Figure 1. Metal 1.
Drawn at 4 px/µm. Supply wires on this layer in grey.
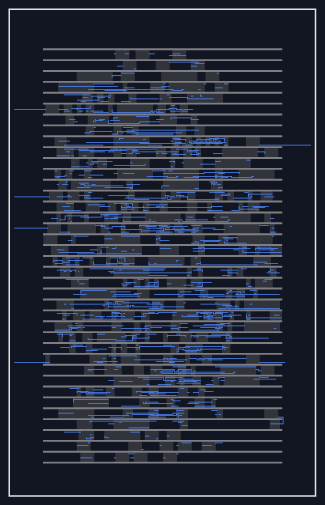
Figure 2. Signal wires on met2.
Drawn at 4 px/µm.
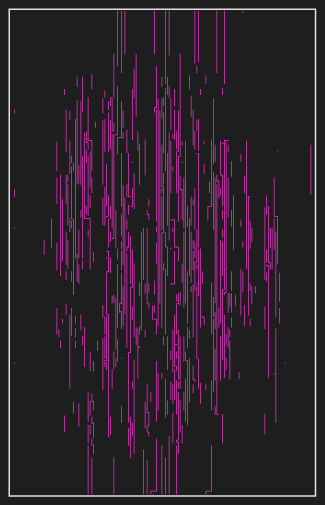
Figure 3. Met3 routing.
Drawn at 4 px/µm.
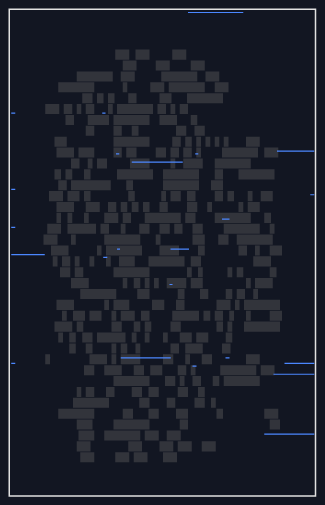
**src/rtl/controlador_cafeteira.sv**
```systemverilog
// Capsule coffee machine controller: selection, payment, pump/heat/deliver sequencing, change return.
// Latency: every output is registered; a state change shows on sel one cycle after the triggering input.
// Backpressure: none; one-cycle pulse inputs, rejected notes are handed back with a devolve pulse.
// Optional payment inactivity timeout is enabled by defining CAFETEIRA_TIMEOUT_EN.
module controlador_cafeteira #(
    parameter int T_BOMBA   = 50,
    parameter int T_AQUEC   = 50,
    parameter int T_ENTREGA = 20,
    parameter int T_TROCO   = 20
`ifdef CAFETEIRA_TIMEOUT_EN
    ,
    parameter int T_TIMEOUT = 1000
`endif
) (
    input  logic       clk,
    input  logic       rst_n,
    input  logic       inicia,
    input  logic       confirma,
    input  logic       cancela,
    input  logic [1:0] bebida,
    input  logic       nota_valida,
    input  logic [3:0] nota_valor,
    input  logic       agua_ok,
    input  logic       capsula_ok,
    input  logic       copo_ok,
    output logic [2:0] sel,
    output logic [4:0] soma,
    output logic [2:0] sensor,
    output logic       cedulaINV,
    output logic       valoramais,
    output logic       bomba,
    output logic       aquecedor,
    output logic       entrega,
    output logic       devolve
);

    localparam logic [2:0] ST_IDLE      = 3'b000;
    localparam logic [2:0] ST_SELECAO   = 3'b001;
    localparam logic [2:0] ST_PAGAMENTO = 3'b010;
    localparam logic [2:0] ST_BOMBA     = 3'b011;
    localparam logic [2:0] ST_AQUEC     = 3'b100;
    localparam logic [2:0] ST_ENTREGA   = 3'b101;
    localparam logic [2:0] ST_ERRO      = 3'b110;
    localparam logic [2:0] ST_TROCO     = 3'b111;

    // Phase counter only needs to hold the longest timed phase.
    localparam int PH_A   = (T_BOMBA > T_AQUEC) ? T_BOMBA : T_AQUEC;
    localparam int PH_B   = (T_ENTREGA > T_TROCO) ? T_ENTREGA : T_TROCO;
    localparam int PH_MAX = (PH_A > PH_B) ? PH_A : PH_B;
    localparam int CW     = (PH_MAX < 2) ? 1 : $clog2(PH_MAX + 1);

    logic [2:0]    state_q, state_d;
    logic [3:0]    credit_q, credit_d;
    logic [3:0]    troco_q, troco_d;
    logic [1:0]    bebida_q, bebida_d;
    logic [CW-1:0] cnt_q, cnt_d;
    logic [4:0]    soma_q, soma_d;
    logic [2:0]    sensor_q, sensor_d;
    logic          cedula_inv_q, cedula_inv_d;
    logic          valoramais_q, valoramais_d;
    logic          bomba_q, bomba_d;
    logic          aquecedor_q, aquecedor_d;
    logic          entrega_q, entrega_d;
    logic          devolve_q, devolve_d;
    logic          reject;

    logic [3:0]    price;
    logic [2:0]    missing;
    logic [4:0]    sum_next;
    logic          nota_ok;
    logic [CW-1:0] last_cnt;
    logic          timed;
    logic          phase_done;

`ifdef CAFETEIRA_TIMEOUT_EN
    localparam int TW = $clog2(T_TIMEOUT + 1);
    logic [TW-1:0] tmo_q, tmo_d;
    logic          tmo_hit;
    assign tmo_hit = (tmo_q == TW'(T_TIMEOUT));
`endif

    assign missing  = ~{copo_ok, capsula_ok, agua_ok};
    assign sum_next = {1'b0, credit_q} + {1'b0, nota_valor};
    assign nota_ok  = (nota_valor == 4'd2) || (nota_valor == 4'd5);

    // Fixed price table indexed by the latched drink.
    always_comb begin
        price = 4'd4;
        case (bebida_q)
            2'b00:   price = 4'd4;
            2'b01:   price = 4'd6;
            2'b10:   price = 4'd5;
            default: price = 4'd8;
        endcase
    end

    // Last counter value of the current timed phase; a phase of length T ends at count T-1.
    always_comb begin
        last_cnt = '0;
        timed    = 1'b1;
        case (state_q)
            ST_BOMBA:   last_cnt = CW'(T_BOMBA - 1);
            ST_AQUEC:   last_cnt = CW'(T_AQUEC - 1);
            ST_ENTREGA: last_cnt = CW'(T_ENTREGA - 1);
            ST_TROCO:   last_cnt = CW'(T_TROCO - 1);
            default:    timed    = 1'b0;
        endcase
    end

    assign phase_done = timed && (cnt_q == last_cnt);

    // Next-state, credit and sensor logic.
    always_comb begin
        state_d      = state_q;
        credit_d     = credit_q;
        troco_d      = troco_q;
        bebida_d     = bebida_q;
        sensor_d     = sensor_q;
        valoramais_d = valoramais_q;
        cedula_inv_d = 1'b0;
        reject       = 1'b0;
        case (state_q)
            ST_IDLE: begin
                if (inicia) state_d = ST_SELECAO;
            end
            ST_SELECAO: begin
                if (cancela) begin
                    state_d = ST_IDLE;
                end else if (confirma) begin
                    bebida_d = bebida;
                    if (missing != 3'b000) begin
                        state_d  = ST_ERRO;
                        sensor_d = missing;
                    end else begin
                        state_d      = ST_PAGAMENTO;
                        credit_d     = 4'd0;
                        valoramais_d = 1'b0;
                    end
                end
            end
            ST_ERRO: begin
                sensor_d = missing;
                if (cancela) begin
                    state_d  = ST_IDLE;
                    sensor_d = 3'b000;
                end else if (confirma && (missing == 3'b000)) begin
                    state_d = ST_SELECAO;
                end
            end
            ST_PAGAMENTO: begin
                // Payment already complete takes precedence; any note arriving now is handed back.
                if (credit_q >= price) begin
                    state_d      = ST_BOMBA;
                    troco_d      = credit_q - price;
                    valoramais_d = 1'b0;
                    reject       = nota_valida;
                end else if (cancela) begin
                    valoramais_d = 1'b0;
                    reject       = nota_valida;
                    if (credit_q != 4'd0) begin
                        state_d = ST_TROCO;
                        troco_d = credit_q;
                    end else begin
                        state_d = ST_IDLE;
                    end
                end else if (nota_valida) begin
                    if (!nota_ok) begin
                        cedula_inv_d = 1'b1;
                        reject       = 1'b1;
                    end else if (sum_next > 5'd10) begin
                        reject       = 1'b1;
                        valoramais_d = 1'b1;
                    end else begin
                        credit_d     = sum_next[3:0];
                        valoramais_d = 1'b0;
                    end
`ifdef CAFETEIRA_TIMEOUT_EN
                end else if (tmo_hit) begin
                    valoramais_d = 1'b0;
                    if (credit_q != 4'd0) begin
                        state_d = ST_TROCO;
                        troco_d = credit_q;
                    end else begin
                        state_d = ST_IDLE;
                    end
`endif
                end
            end
            ST_BOMBA: begin
                if (phase_done) state_d = ST_AQUEC;
            end
            ST_AQUEC: begin
                if (phase_done) state_d = ST_ENTREGA;
            end
            ST_ENTREGA: begin
                if (phase_done) state_d = (troco_q != 4'd0) ? ST_TROCO : ST_IDLE;
            end
            default: begin
                if (phase_done) state_d = ST_IDLE;
            end
        endcase
        // Returning to IDLE always leaves a clean slate for the next customer.
        if (state_d == ST_IDLE) begin
            credit_d = 4'd0;
            troco_d  = 4'd0;
        end
    end

    // Phase counter restarts on every state change.
    always_comb begin
        cnt_d = '0;
        if (timed && (state_d == state_q)) cnt_d = cnt_q + 1'b1;
    end

`ifdef CAFETEIRA_TIMEOUT_EN
    // Inactivity counter runs only while staying in payment with no note offered.
    always_comb begin
        tmo_d = '0;
        if ((state_q == ST_PAGAMENTO) && (state_d == ST_PAGAMENTO) && !nota_valida)
            tmo_d = tmo_q + 1'b1;
    end
`endif

    // Output values computed from the next state so they line up with sel.
    always_comb begin
        soma_d      = (state_d == ST_TROCO) ? {1'b0, troco_d} : {1'b0, credit_d};
        devolve_d   = reject || (state_d == ST_TROCO);
        bomba_d     = (state_d == ST_BOMBA);
        aquecedor_d = (state_d == ST_AQUEC);
        entrega_d   = (state_d == ST_ENTREGA);
    end

    // State and output registers.
    always_ff @(posedge clk or negedge rst_n) begin
        if (!rst_n) begin
            state_q      <= ST_IDLE;
            credit_q     <= 4'd0;
            troco_q      <= 4'd0;
            bebida_q     <= 2'b00;
            cnt_q        <= '0;
            soma_q       <= 5'd0;
            sensor_q     <= 3'b000;
            cedula_inv_q <= 1'b0;
            valoramais_q <= 1'b0;
            bomba_q      <= 1'b0;
            aquecedor_q  <= 1'b0;
            entrega_q    <= 1'b0;
            devolve_q    <= 1'b0;
        end else begin
            state_q      <= state_d;
            credit_q     <= credit_d;
            troco_q      <= troco_d;
            bebida_q     <= bebida_d;
            cnt_q        <= cnt_d;
            soma_q       <= soma_d;
            sensor_q     <= sensor_d;
            cedula_inv_q <= cedula_inv_d;
            valoramais_q <= valoramais_d;
            bomba_q      <= bomba_d;
            aquecedor_q  <= aquecedor_d;
            entrega_q    <= entrega_d;
            devolve_q    <= devolve_d;
        end
    end

`ifdef CAFETEIRA_TIMEOUT_EN
    // Inactivity counter register.
    always_ff @(posedge clk or negedge rst_n) begin
        if (!rst_n) tmo_q <= '0;
        else        tmo_q <= tmo_d;
    end
`endif

    assign sel        = state_q;
    assign soma       = soma_q;
    assign sensor     = sensor_q;
    assign cedulaINV  = cedula_inv_q;
    assign valoramais = valoramais_q;
    assign bomba      = bomba_q;
    assign aquecedor  = aquecedor_q;
    assign entrega    = entrega_q;
    assign devolve    = devolve_q;

endmodule

```
**config.mk**
```make
export PLATFORM = sky130hd
export DESIGN_NAME = controlador_cafeteira
export DESIGN_NICKNAME = d
export VERILOG_FILES = /design/src/rtl/controlador_cafeteira.sv
export SDC_FILE = /design/constraint.sdc
export NUM_CORES = 1
export LEC_CHECK = 0
export CAP_MARGIN = 25
export CELL_PAD_IN_SITES_DETAIL_PLACEMENT = 1
export CELL_PAD_IN_SITES_GLOBAL_PLACEMENT = 2
export CORE_ASPECT_RATIO = 1.75
export CORE_MARGIN = 8
export CORE_UTILIZATION = 33
export DETAILED_ROUTE_END_ITERATION = 8
export PLACE_DENSITY = 0.8
export SLEW_MARGIN = 20
export SYNTH_ARGS = -nofsm -noshare
export SYNTH_HDL_FRONTEND = slang
export SYNTH_SLANG_ARGS = --single-unit
```
**constraint.sdc**
```tcl
create_clock -name clk -period 3.64 [get_ports clk]
set_clock_uncertainty 0.2 [all_clocks]
set_input_delay 0.728 -clock clk [delete_from_list [all_inputs] [get_ports clk]]
set_output_delay 0.728 -clock clk [all_outputs]
set_load 0.05 [all_outputs]
```
==> summary.txt <==
yosys + openroad results -> Cell Area, Placed=2540 µm², r2r setup slk=0.31 ns, main logic family after synthesis=simple AND/OR/NAND/NOR gates, hold-critical path depth=1, combinational power=0.776 mW, mapped cell area=2090 µm², syn nets=254, placed cell count=343, CP Launch Type=input port, area grow syn2layout=25.8%, TritonCTS clock tree=yes, CTS hold repair buffers=0, remaining global-route overflow=0, Worst-Skew Late Latency=0.29 ns, setup ws final=0.277 ns, Synth Seq Share=38.3%, R2R cell count=13, most frequent cells after synthesis=dfrtp_1 (32), nand2_1 (22), nor2_1 (21), a21oi_1 (12), inv_1 (12), RSZ-0062 raised after global routing=false, Layout non-clock buf frac=14.3%, Avg Vias per Cell=5.32, DP HPWL=4900 µm, Mean Syn Cell Area=9.18 µm², adder share=7.30%, area leader, netlist=dfrtp_1, sequential power=0.497 mW, first-pass GRT wire length=10100 µm, die area=9240 µm², Layout Nets=296, ANT cells=0, design area=2630 µm², Clock buffer cells=5, final core occ=42.6%, PwrDens=588 nW/µm², pre-CTS worst setup slack=0.00123 ns, critical-path maximum fanout=3, hold endpoint=sensor[1], FF+latch area=801 µm², max frequency=297 MHz, Total Wirelength=5970 µm, std cell rows=38, Cells after Synth=228, number of CTS-inserted buffers=5, ys cells=228, Min Hold Slack=0.291 ns, share of layout cells above drive strength 1=12.5%, Syn. warnings=0, Final Max Slew Viols=0, Post-synth regs=32, Worst Path Required=3.65 ns, vias in the first global route=2077, total power draw=1.55 mW, Seq/total area=30.4%, AND/OR/NAND/NOR Cells, Area Fraction=24.2%, root buffer cell=clkbuf_8, Largest Register=cnt_q, Post-Layout Cell Count=351, I/O pins=32, Worst EP arrival=3.37 ns, Critical Path End=soma[2], gr usage total=13.7%, Synth Area in XOR/XNOR=3.35%, Detailed Routing Iterations Pass 1=4, H-tree levels=2, final-layout fill cell count=740, Port-buffer cells=30, Worst Tran Pin Value=0.687 ns, Placeable Area=6180 µm², reg2reg start=bebida_q[0], number of non-clock buffers=40, Post-CTS Setup Inserts=0, clock network power=0.273 mW, initial antenna violation count=0, Pwr top=combinational cells, die width=76.2 µm, num sequential=32, reported net switching power=0.707 mW, hold path startpoint=sensor[1], worst hold path class=reg2reg, mi-comb count=179, CTS max path bufs=2, Int Pwr=0.839 mW, combinational power share=50.2%, Clock Network Area Fraction=3.33%, ANT nets after route=0, Max-area cell share=38.3%, crit path from=nota_valor[0], final setup fails=0, outcome=complete, no violations, largest net degree at the start of global routing=33, max reg flops=6, Min Clock Period, post-route=3.36 ns, AO/OA Area Share=19.7%, max_cap viols=0, WL per Instance=17.0 µm, Yosys cell types=53, Biggest Area Class=logic gates, P_leak=1.12 nW, most frequent cell after synthesis=dfrtp_1, Setup crit end kind=flip-flop, Multi-input gate area=1220 µm², total clock sinks=32, drt drc=0, switching share of power=45.7%, Non-clk invs=12, Detailed Route Iter0 Violations=69, VDD IR-drop max=0.000201 V, clock-pin slew on the worst setup and hold paths=0.07 ns, setup_tns=0 ns, post-synthesis chip area from yosys=2090 µm², relative slew slack=53.8%, main flop type=dfrtp_1, reg2reg end=soma[2], tool warnings=26, Die Y-Extent=121 µm, Final period util=92.4%, number of enable flip-flop cells=0, FP Util=33.8%, routability cong.=0.810, post-cts resize count=0, Sequential Power Share=32.2%, mux share=3.77%, FFs w/ async S/R, synth=100%, tapcell count=80, critical path class=in2reg, combinational fraction of the cell area=46.5%, Synth area leaders=dfrtp_1 (38%), ha_1 (5.4%), nand2_1 (3.9%), nor2_1 (3.8%), a21oi_1 (2.9%)
About Figure 1:
longest straight run: 22.5 µm
nets with wire on the layer: 284
main direction: horizontal
wire length on this layer: 2170 µm
share of all routed wire: 36%

About Figure 2:
wire length on this layer: 3450 µm
main direction: vertical

About Figure 3:
share of all routed wire: 1.6%
main direction: horizontal

==> cell usage in the layout (no fill, tap or decap), types with 7 or more instances in the layout <==
cell type         n
nor2b_1           9
inv_1            12
ha_1              9
nand2_1          22
dfrtp_1          32
clkdlybuf4s50_1  30
buf_4            10
a21oi_1          12
nand3_1           7
nor2_1           21
o21ai_0           9
==> metal layers <==
metal	global-route usage (%)	wire length, µm	up-vias
met5	0	0	-
met4	8.96	255	0
met3	1.71	97	13
met2	27.0	3450	24
met1	12.9	2170	924
li1	-	-	906
==> worst max-delay path: stages <==
cell	delay, ns
clkdlybuf4s50_1	0.49
ha_1	0.17
inv_1	0.05
fa_1	0.40
xor2_1	0.17
o21ai_0	0.19
a2111oi_4	0.44
buf_4	0.20
mux2i_1	0.23
o21ai_0	0.12
a21oi_1	0.17
No activity file was given, so power comes from the tool's default toggle rates.
